File: config.mk
export PLATFORM = sky130hd
export DESIGN_NAME = lbist_seq_ctrl
export DESIGN_NICKNAME = d
export VERILOG_FILES = /design/src/rtl/lbist_seq_ctrl_pkg.sv /design/src/rtl/lbist_seq_ctrl_lfsr.sv /design/src/rtl/lbist_seq_ctrl.sv
export SDC_FILE = /design/constraint.sdc
export NUM_CORES = 1
export LEC_CHECK = 0
export CELL_PAD_IN_SITES_DETAIL_PLACEMENT = 0
export CELL_PAD_IN_SITES_GLOBAL_PLACEMENT = 2
export CORE_MARGIN = 2
export CORE_UTILIZATION = 31
export DETAILED_ROUTE_END_ITERATION = 10
export PLACE_DENSITY = 0.9
export SYNTH_ARGS = -nofsm -noshare
export SYNTH_HDL_FRONTEND = slang
export SYNTH_HIERARCHICAL = 1
export SYNTH_SLANG_ARGS = --single-unit
export TNS_END_PERCENT = 20
File: constraint.sdc
create_clock -name i_clk -period 5.8 [get_ports i_clk]
set_input_delay 1.45 -clock i_clk [delete_from_list [all_inputs] [get_ports i_clk]]
set_output_delay 1.45 -clock i_clk [all_outputs]
set_load 0.05 [all_outputs]
File: src/rtl/lbist_seq_ctrl_pkg.sv
// -----------------------------------------------------------------------------
// lbist_seq_ctrl_pkg
// Shared definitions for the LBIST sequencer:
//   - lbistState_t : FSM state codes (IDLE, CLEAR, APPLY, COMPARE, DONE)
//   - MODE_*       : pattern-source mode encodings (2'b11 behaves as 2'b00)
//   - lfsrTapMask  : primitive-polynomial tap mask for LFSR widths 4..16
//   - modeHasDtp / modeHasRtp : which pattern phases a mode contains
// -----------------------------------------------------------------------------
package lbist_seq_ctrl_pkg;

   typedef enum logic [2:0] {
      ST_IDLE    = 3'd0,
      ST_CLEAR   = 3'd1,
      ST_APPLY   = 3'd2,
      ST_COMPARE = 3'd3,
      ST_DONE    = 3'd4
   } lbistState_t;

   localparam logic [1:0] MODE_DTP_RTP  = 2'b00;
   localparam logic [1:0] MODE_DTP_ONLY = 2'b01;
   localparam logic [1:0] MODE_RTP_ONLY = 2'b10;

   // Tap bit positions (0-based) of a maximal-length Fibonacci LFSR for each
   // supported width; the feedback bit is the XOR of the masked state bits.
   function automatic logic [15:0] lfsrTapMask(input int width);
      case (width)
         4:       return 16'h000C;
         5:       return 16'h0014;
         6:       return 16'h0030;
         7:       return 16'h0060;
         8:       return 16'h00B8;
         9:       return 16'h0110;
         10:      return 16'h0240;
         11:      return 16'h0500;
         12:      return 16'h0829;
         13:      return 16'h100D;
         14:      return 16'h2015;
         15:      return 16'h6000;
         16:      return 16'hD008;
         default: return 16'h000C;
      endcase
   endfunction

   function automatic logic modeHasDtp(input logic [1:0] mode);
      return (mode != MODE_RTP_ONLY);
   endfunction

   function automatic logic modeHasRtp(input logic [1:0] mode);
      return (mode != MODE_DTP_ONLY);
   endfunction

endpackage

File: src/rtl/lbist_seq_ctrl_lfsr.sv
// -----------------------------------------------------------------------------
// lbist_seq_ctrl_lfsr
// Fibonacci LFSR producing the random test patterns. Shifts left, with the XOR
// of the tap bits fed into bit 0. A zero seed is replaced by 1 so the state can
// never lock up at 0.
//   i_clk   : clock, rising edge
//   i_rst_n : asynchronous active-low reset (state returns to the seed)
//   i_load  : reload the seed (wins over i_step)
//   i_step  : advance one state
//   o_state : current LFSR state
// -----------------------------------------------------------------------------
module lbist_seq_ctrl_lfsr
   import lbist_seq_ctrl_pkg::*;
#(
   parameter int                    INPUT_BITS = 4,
   parameter logic [INPUT_BITS-1:0] SEED       = INPUT_BITS'(1)
)(
   input  logic                  i_clk,
   input  logic                  i_rst_n,
   input  logic                  i_load,
   input  logic                  i_step,
   output logic [INPUT_BITS-1:0] o_state
);

   localparam logic [15:0]           TAP_ALL  = lfsrTapMask(INPUT_BITS);
   localparam logic [INPUT_BITS-1:0] TAPS     = TAP_ALL[INPUT_BITS-1:0];
   localparam logic [INPUT_BITS-1:0] SEED_EFF = (SEED == '0) ? INPUT_BITS'(1) : SEED;

   logic [INPUT_BITS-1:0] r_state;
   logic                  w_feedback;

   assign w_feedback = ^(r_state & TAPS);

   // State register: the seed is restored on reset and on every load so each
   // run replays exactly the same random sequence.
   always_ff @(posedge i_clk or negedge i_rst_n) begin
      if (!i_rst_n) begin
         r_state <= SEED_EFF;
      end else if (i_load) begin
         r_state <= SEED_EFF;
      end else if (i_step) begin
         r_state <= {r_state[INPUT_BITS-2:0], w_feedback};
      end
   end

   assign o_state = r_state;

endmodule

File: src/rtl/lbist_seq_ctrl.sv
// -----------------------------------------------------------------------------
// lbist_seq_ctrl
// LBIST sequencer: one fault-free golden run followed by one run per injectable
// fault. Each run clears the ORA, applies deterministic (ROM) and/or LFSR
// patterns, then compares the ORA signature with the golden signature.
//   i_clk, i_rst_n     : clock / asynchronous active-low reset
//   i_start, i_abort   : start request (IDLE/DONE only), synchronous abort
//   i_mode             : 00/11 DTP then RTP, 01 DTP only, 10 RTP only
//   o_dtp_addr         : ROM address, i_dtp_data is the same-cycle ROM data
//   o_cut_in           : pattern applied to the CUT
//   o_fault_en/_id     : fault injection control
//   o_ora_clr/_en      : ORA control, i_ora_sig is the signature
//   o_res_vld/_fault_id/_detected : per-fault result strobe
//   o_det_count        : saturating count of detected faults
//   o_busy, o_done     : run status
// -----------------------------------------------------------------------------
module lbist_seq_ctrl
   import lbist_seq_ctrl_pkg::*;
#(
   parameter int                    INPUT_BITS = 4,
   parameter int                    RC_BITS    = 2,
   parameter int                    TOT_FAULTS = 100,
   parameter int                    NUM_DTP    = 100,
   parameter int                    NUM_RTP    = 100,
   parameter logic [INPUT_BITS-1:0] LFSR_SEED  = INPUT_BITS'(1),
   localparam int AW = (NUM_DTP > 1) ? $clog2(NUM_DTP) : 1,
   localparam int FW = (TOT_FAULTS > 1) ? $clog2(TOT_FAULTS) : 1,
   localparam int CW = $clog2(TOT_FAULTS + 1)
)(
   input  logic                  i_clk,
   input  logic                  i_rst_n,
   input  logic                  i_start,
   input  logic                  i_abort,
   input  logic [1:0]            i_mode,
   output logic [AW-1:0]         o_dtp_addr,
   input  logic [INPUT_BITS-1:0] i_dtp_data,
   output logic [INPUT_BITS-1:0] o_cut_in,
   output logic                  o_fault_en,
   output logic [FW-1:0]         o_fault_id,
   output logic                  o_ora_clr,
   output logic                  o_ora_en,
   input  logic [RC_BITS-1:0]    i_ora_sig,
   output logic                  o_res_vld,
   output logic [FW-1:0]         o_res_fault_id,
   output logic                  o_res_detected,
   output logic [CW-1:0]         o_det_count,
   output logic                  o_busy,
   output logic                  o_done
);

   localparam int            IW         = $clog2(NUM_DTP + NUM_RTP + 1);
   localparam logic [IW-1:0] DTP_COUNT  = IW'(NUM_DTP);
   localparam logic [IW-1:0] LAST_BOTH  = IW'(NUM_DTP + NUM_RTP - 1);
   localparam logic [IW-1:0] LAST_DTP   = IW'(NUM_DTP - 1);
   localparam logic [IW-1:0] LAST_RTP   = IW'(NUM_RTP - 1);
   localparam logic [FW-1:0] LAST_FAULT = FW'(TOT_FAULTS - 1);
   localparam logic [CW-1:0] MAX_COUNT  = CW'(TOT_FAULTS);

   lbistState_t           r_state;
   lbistState_t           w_nextState;
   logic [IW-1:0]         r_index;
   logic [1:0]            r_mode;
   logic                  r_faultRun;
   logic [FW-1:0]         r_faultId;
   logic [RC_BITS-1:0]    r_golden;
   logic [CW-1:0]         r_detCount;

   logic                  w_busy;
   logic                  w_dtpPhase;
   logic                  w_rtpPhase;
   logic                  w_lastPattern;
   logic                  w_lastRun;
   logic                  w_resVld;
   logic                  w_detected;
   logic                  w_acceptStart;
   logic [IW-1:0]         w_lastIndex;
   logic [INPUT_BITS-1:0] w_lfsrState;

   // The run length depends on the mode latched at start; 2'b11 falls into
   // the default and behaves like DTP followed by RTP.
   always_comb begin
      w_lastIndex = LAST_BOTH;
      case (r_mode)
         MODE_DTP_ONLY: w_lastIndex = LAST_DTP;
         MODE_RTP_ONLY: w_lastIndex = LAST_RTP;
         default:       w_lastIndex = LAST_BOTH;
      endcase
   end

   assign w_busy        = (r_state == ST_CLEAR) || (r_state == ST_APPLY) || (r_state == ST_COMPARE);
   assign w_dtpPhase    = (r_state == ST_APPLY) && modeHasDtp(r_mode) && (r_index < DTP_COUNT);
   assign w_rtpPhase    = (r_state == ST_APPLY) && !w_dtpPhase;
   assign w_lastPattern = (r_index == w_lastIndex);
   assign w_lastRun     = r_faultRun && (r_faultId == LAST_FAULT);
   assign w_resVld      = (r_state == ST_COMPARE) && r_faultRun;
   assign w_detected    = w_resVld && (i_ora_sig != r_golden);
   assign w_acceptStart = ((r_state == ST_IDLE) || (r_state == ST_DONE)) && i_start && !i_abort;

   // State register.
   always_ff @(posedge i_clk or negedge i_rst_n) begin
      if (!i_rst_n) begin
         r_state <= ST_IDLE;
      end else begin
         r_state <= w_nextState;
      end
   end

   // Next-state logic. Abort has priority everywhere, including over a start
   // arriving in the same IDLE/DONE cycle.
   always_comb begin
      w_nextState = r_state;
      case (r_state)
         ST_IDLE, ST_DONE: begin
            if (i_abort) begin
               w_nextState = ST_IDLE;
            end else if (i_start) begin
               w_nextState = ST_CLEAR;
            end
         end
         ST_CLEAR: begin
            w_nextState = i_abort ? ST_IDLE : ST_APPLY;
         end
         ST_APPLY: begin
            if (i_abort) begin
               w_nextState = ST_IDLE;
            end else if (w_lastPattern) begin
               w_nextState = ST_COMPARE;
            end
         end
         ST_COMPARE: begin
            if (i_abort) begin
               w_nextState = ST_IDLE;
            end else if (w_lastRun) begin
               w_nextState = ST_DONE;
            end else begin
               w_nextState = ST_CLEAR;
            end
         end
         default: w_nextState = ST_IDLE;
      endcase
   end

   // Run bookkeeping: the run identity is updated on the way into CLEAR so
   // fault_en/fault_id are already correct during the CLEAR cycle. An abort
   // freezes the golden register and the detected count.
   always_ff @(posedge i_clk or negedge i_rst_n) begin
      if (!i_rst_n) begin
         r_index    <= '0;
         r_mode     <= MODE_DTP_RTP;
         r_faultRun <= 1'b0;
         r_faultId  <= '0;
         r_golden   <= '0;
         r_detCount <= '0;
      end else begin
         case (r_state)
            ST_IDLE, ST_DONE: begin
               if (w_acceptStart) begin
                  r_mode     <= i_mode;
                  r_faultRun <= 1'b0;
                  r_faultId  <= '0;
                  r_detCount <= '0;
               end
            end
            ST_CLEAR: begin
               r_index <= '0;
            end
            ST_APPLY: begin
               r_index <= r_index + IW'(1);
            end
            ST_COMPARE: begin
               if (!i_abort) begin
                  if (!r_faultRun) begin
                     r_golden   <= i_ora_sig;
                     r_faultRun <= 1'b1;
                     r_faultId  <= '0;
                  end else begin
                     if (w_detected && (r_detCount != MAX_COUNT)) begin
                        r_detCount <= r_detCount + CW'(1);
                     end
                     if (!w_lastRun) begin
                        r_faultId <= r_faultId + FW'(1);
                     end
                  end
               end
            end
            default: begin
            end
         endcase
      end
   end

   lbist_seq_ctrl_lfsr #(
      .INPUT_BITS (INPUT_BITS),
      .SEED       (LFSR_SEED)
   ) u_lfsr (
      .i_clk   (i_clk),
      .i_rst_n (i_rst_n),
      .i_load  (r_state == ST_CLEAR),
      .i_step  (w_rtpPhase),
      .o_state (w_lfsrState)
   );

   assign o_dtp_addr     = w_dtpPhase ? r_index[AW-1:0] : '0;
   assign o_cut_in       = w_dtpPhase ? i_dtp_data : (w_rtpPhase ? w_lfsrState : '0);
   assign o_fault_en     = w_busy && r_faultRun;
   assign o_fault_id     = (w_busy && r_faultRun) ? r_faultId : '0;
   assign o_ora_clr      = (r_state == ST_CLEAR);
   assign o_ora_en       = (r_state == ST_APPLY);
   assign o_res_vld      = w_resVld;
   assign o_res_fault_id = w_resVld ? r_faultId : '0;
   assign o_res_detected = w_detected;
   assign o_det_count    = r_detCount;
   assign o_busy         = w_busy;
   assign o_done         = (r_state == ST_DONE);

endmodule

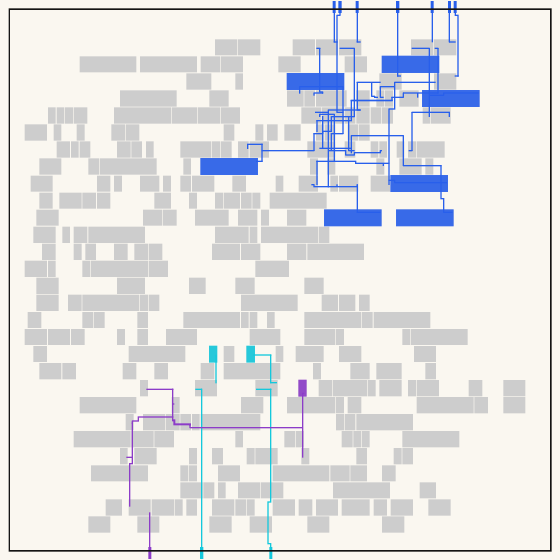
(port wiring)
- o_ora_clr: purple (direction output; edge south; end cells 1; wire 69.3 um)
- o_det_count: blue (direction output; edge north; end cells 7; wire 368 um)
- i_mode: cyan (direction input; edge south; end cells 2; wire 67.3 um)
number of port buffers: 50
num ports: 51

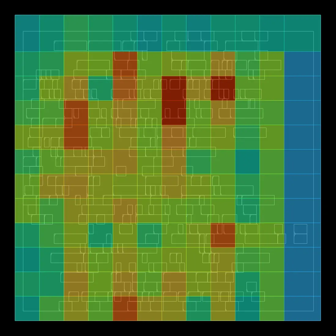
(routing congestion map)
met3 routing resource usage after global routing: 3.62%
share of the core filled with cells: 42.1%

==> impl_metrics.xml <==
<?xml version="1.0" encoding="UTF-8"?>
<metrics>
  <group name="drt">
    <metric name="drt-wirelength-per-cell" unit="um">14.9</metric>
    <metric name="met1_length" unit="mm">2.54</metric>
    <metric name="antenna_left" unit="">0</metric>
    <metric name="detail_route.first_pass.iterations" unit="">6</metric>
    <metric name="vias_per_cell" unit="">5.23</metric>
    <metric name="met3_wirelength" unit="um">144</metric>
    <metric name="drc" unit="">0</metric>
    <metric name="drt_first_iter_violations" unit="">91</metric>
  </group>
  <group name="final_layout">
    <metric name="final_layout_top_logic_cell" unit="">clkdlybuf4s50_1</metric>
    <metric name="sh_seq_area" unit="%">31.3</metric>
    <metric name="area.sequential" unit="um^2">852</metric>
    <metric name="mi_logic_area" unit="um^2">1130</metric>
    <metric name="inv_count" unit="">15</metric>
    <metric name="comb-cell-share" unit="%">41.5</metric>
    <metric name="number_of_flip_flops_in_the_largest_register" unit="">8</metric>
    <metric name="logic_gates" unit="">177</metric>
    <metric name="final_layout_size_suffix_gt1_share" unit="%">7.02</metric>
    <metric name="clkCellAreaFrac" unit="%">2.94</metric>
    <metric name="filler_cell_count" unit="">662</metric>
    <metric name="final-nonclk-buf-share" unit="%">18.7</metric>
    <metric name="dominant-cell-class" unit="">multi-input combinational cells</metric>
    <metric name="final_cell_area" unit="um^2">2720</metric>
    <metric name="num-nonclk-buffers" unit="">51</metric>
    <metric name="fin_nets" unit="">301</metric>
  </group>
  <group name="global_routing">
    <metric name="use_met1" unit="%">21.3</metric>
    <metric name="grt_first_pass_wirelength" unit="mm">9.21</metric>
    <metric name="grt_most_used_layer" unit="">met2</metric>
    <metric name="antenna_violations_before_repair" unit="">0</metric>
    <metric name="globalRouteOverflowTotal" unit="">0</metric>
    <metric name="gr-usage-met2" unit="%">24.3</metric>
  </group>
  <group name="setup_path">
    <metric name="crit_required" unit="ns">4.35</metric>
    <metric name="worst_r2r_startpoint" unit="">r_state[1]</metric>
    <metric name="setup.worst_path.start_class" unit="">primary input</metric>
    <metric name="timing.setup.critical_path_class" unit="">in -&gt; out</metric>
    <metric name="cp_max_fo" unit="">7</metric>
    <metric name="worst_r2r_path_depth" unit="">5</metric>
    <metric name="endpoint" unit="">o_res_detected</metric>
    <metric name="critPathMaxStageDelay" unit="ns">0.80</metric>
    <metric name="path_cells" unit="">clkdlybuf4s50_1 -&gt; xor2_1 -&gt; o21ai_1 -&gt; inv_1 -&gt; clkdlybuf4s50_1</metric>
    <metric name="cp_common_cell" unit="">clkdlybuf4s50_1</metric>
    <metric name="worst_path_dominant_cell_family" unit="">buffers and inverters</metric>
    <metric name="flop2flop_setup_slack" unit="ns">3.40</metric>
    <metric name="reg2reg_to" unit="">u_lfsr/o_state[1]</metric>
    <metric name="arrival" unit="ns">3.26</metric>
    <metric name="slowest_stage" unit="">clkdlybuf4s50_1</metric>
    <metric name="crit_path_start" unit="">i_ora_sig[1]</metric>
  </group>
  <group name="clock_tree">
    <metric name="htree_depth" unit="">2</metric>
    <metric name="cts_setup_buffers" unit="">0</metric>
    <metric name="cts.sink_count" unit="">34</metric>
    <metric name="cts_tree" unit="">done</metric>
    <metric name="hold_buffers" unit="">0</metric>
    <metric name="cts_buffers" unit="">5</metric>
    <metric name="max-clock-path-buffers" unit="">2</metric>
    <metric name="cts-root-buf" unit="">clkbuf_8</metric>
  </group>
  <group name="placement">
    <metric name="preCtsSetupSlack" unit="ns">1.08</metric>
    <metric name="detailed_place.area" unit="um^2">2640</metric>
    <metric name="place_inst" unit="">354</metric>
    <metric name="gp_routability_congestion" unit="">0.835</metric>
  </group>
  <group name="yosys">
    <metric name="post_synth_main_logic_family" unit="">simple AND/OR/NAND/NOR gates</metric>
    <metric name="largest_area_cell" unit="">dfrtp_1</metric>
    <metric name="synth-warning-count" unit="">6</metric>
    <metric name="synth_cell_type_count" unit="">53</metric>
    <metric name="mux_area_share" unit="%">3.94</metric>
    <metric name="syn_inst" unit="">236</metric>
    <metric name="synth_seq_share" unit="%">40.7</metric>
    <metric name="syn-mean-instance-area" unit="um^2">8.88</metric>
    <metric name="total_nets_after_synthesis" unit="">253</metric>
    <metric name="post_synth_main_area_contributors" unit="">dfrtp_1 39%, nand2_1 5.9%, o21ai_0 4.1%</metric>
    <metric name="fa_ha_area_share" unit="%">2.99</metric>
    <metric name="yosys.area.top_type_share" unit="%">39.4</metric>
  </group>
  <group name="power_and_ir_drop">
    <metric name="share_of_power_burned_in_registers" unit="%">41.1</metric>
    <metric name="power.net_switching" unit="W">0.000326</metric>
    <metric name="vdd.ir_drop.worst" unit="mV">0.134</metric>
    <metric name="clkPwrFrac" unit="%">21.0</metric>
    <metric name="seq_power" unit="W">0.000329</metric>
    <metric name="power.internal" unit="W">0.000474</metric>
    <metric name="total_power_per_unit_cell_area" unit="nW/um^2">294</metric>
    <metric name="power.switching_fraction" unit="%">40.7</metric>
    <metric name="power_top_consumer" unit="">registers</metric>
    <metric name="total_leakage_power" unit="nW">1.16</metric>
    <metric name="p_comb" unit="W">0.000303</metric>
    <metric name="power_after_layout" unit="W">0.000801</metric>
    <metric name="pwr.group.clock" unit="W">0.000168</metric>
  </group>
  <group name="final_timing">
    <metric name="clock_skew" unit="ns">0.00818</metric>
    <metric name="setup_tns" unit="ns">0</metric>
    <metric name="rsz0062_at_grt" unit="">no</metric>
    <metric name="finalWorstPathRequiredPeriod" unit="ns">4.71</metric>
    <metric name="hold-worst-slack" unit="ns">0.496</metric>
    <metric name="timing_worst_slew_pin_value" unit="ns">0.931</metric>
    <metric name="worst_slew_margin_rel" unit="%">37.1</metric>
    <metric name="finalClockPeriodUsage" unit="%">81.3</metric>
    <metric name="layout_setup_ws" unit="ns">1.09</metric>
  </group>
  <group name="die">
    <metric name="row_count" unit="">29</metric>
    <metric name="die_area" unit="um^2">7430</metric>
    <metric name="chipHeight" unit="um">86.2</metric>
    <metric name="die_width" unit="um">86.2</metric>
  </group>
  <group name="worst_hold_path">
    <metric name="hp-class" unit="">reg -&gt; reg</metric>
    <metric name="hold-path-cell-count" unit="">2</metric>
    <metric name="hold_path_end" unit="">r_mode[1]</metric>
  </group>
  <group name="job">
    <metric name="max_cap_violations" unit="">0</metric>
  </group>
  <group name="status">
    <metric name="outcome" unit="">completed</metric>
  </group>
</metrics>
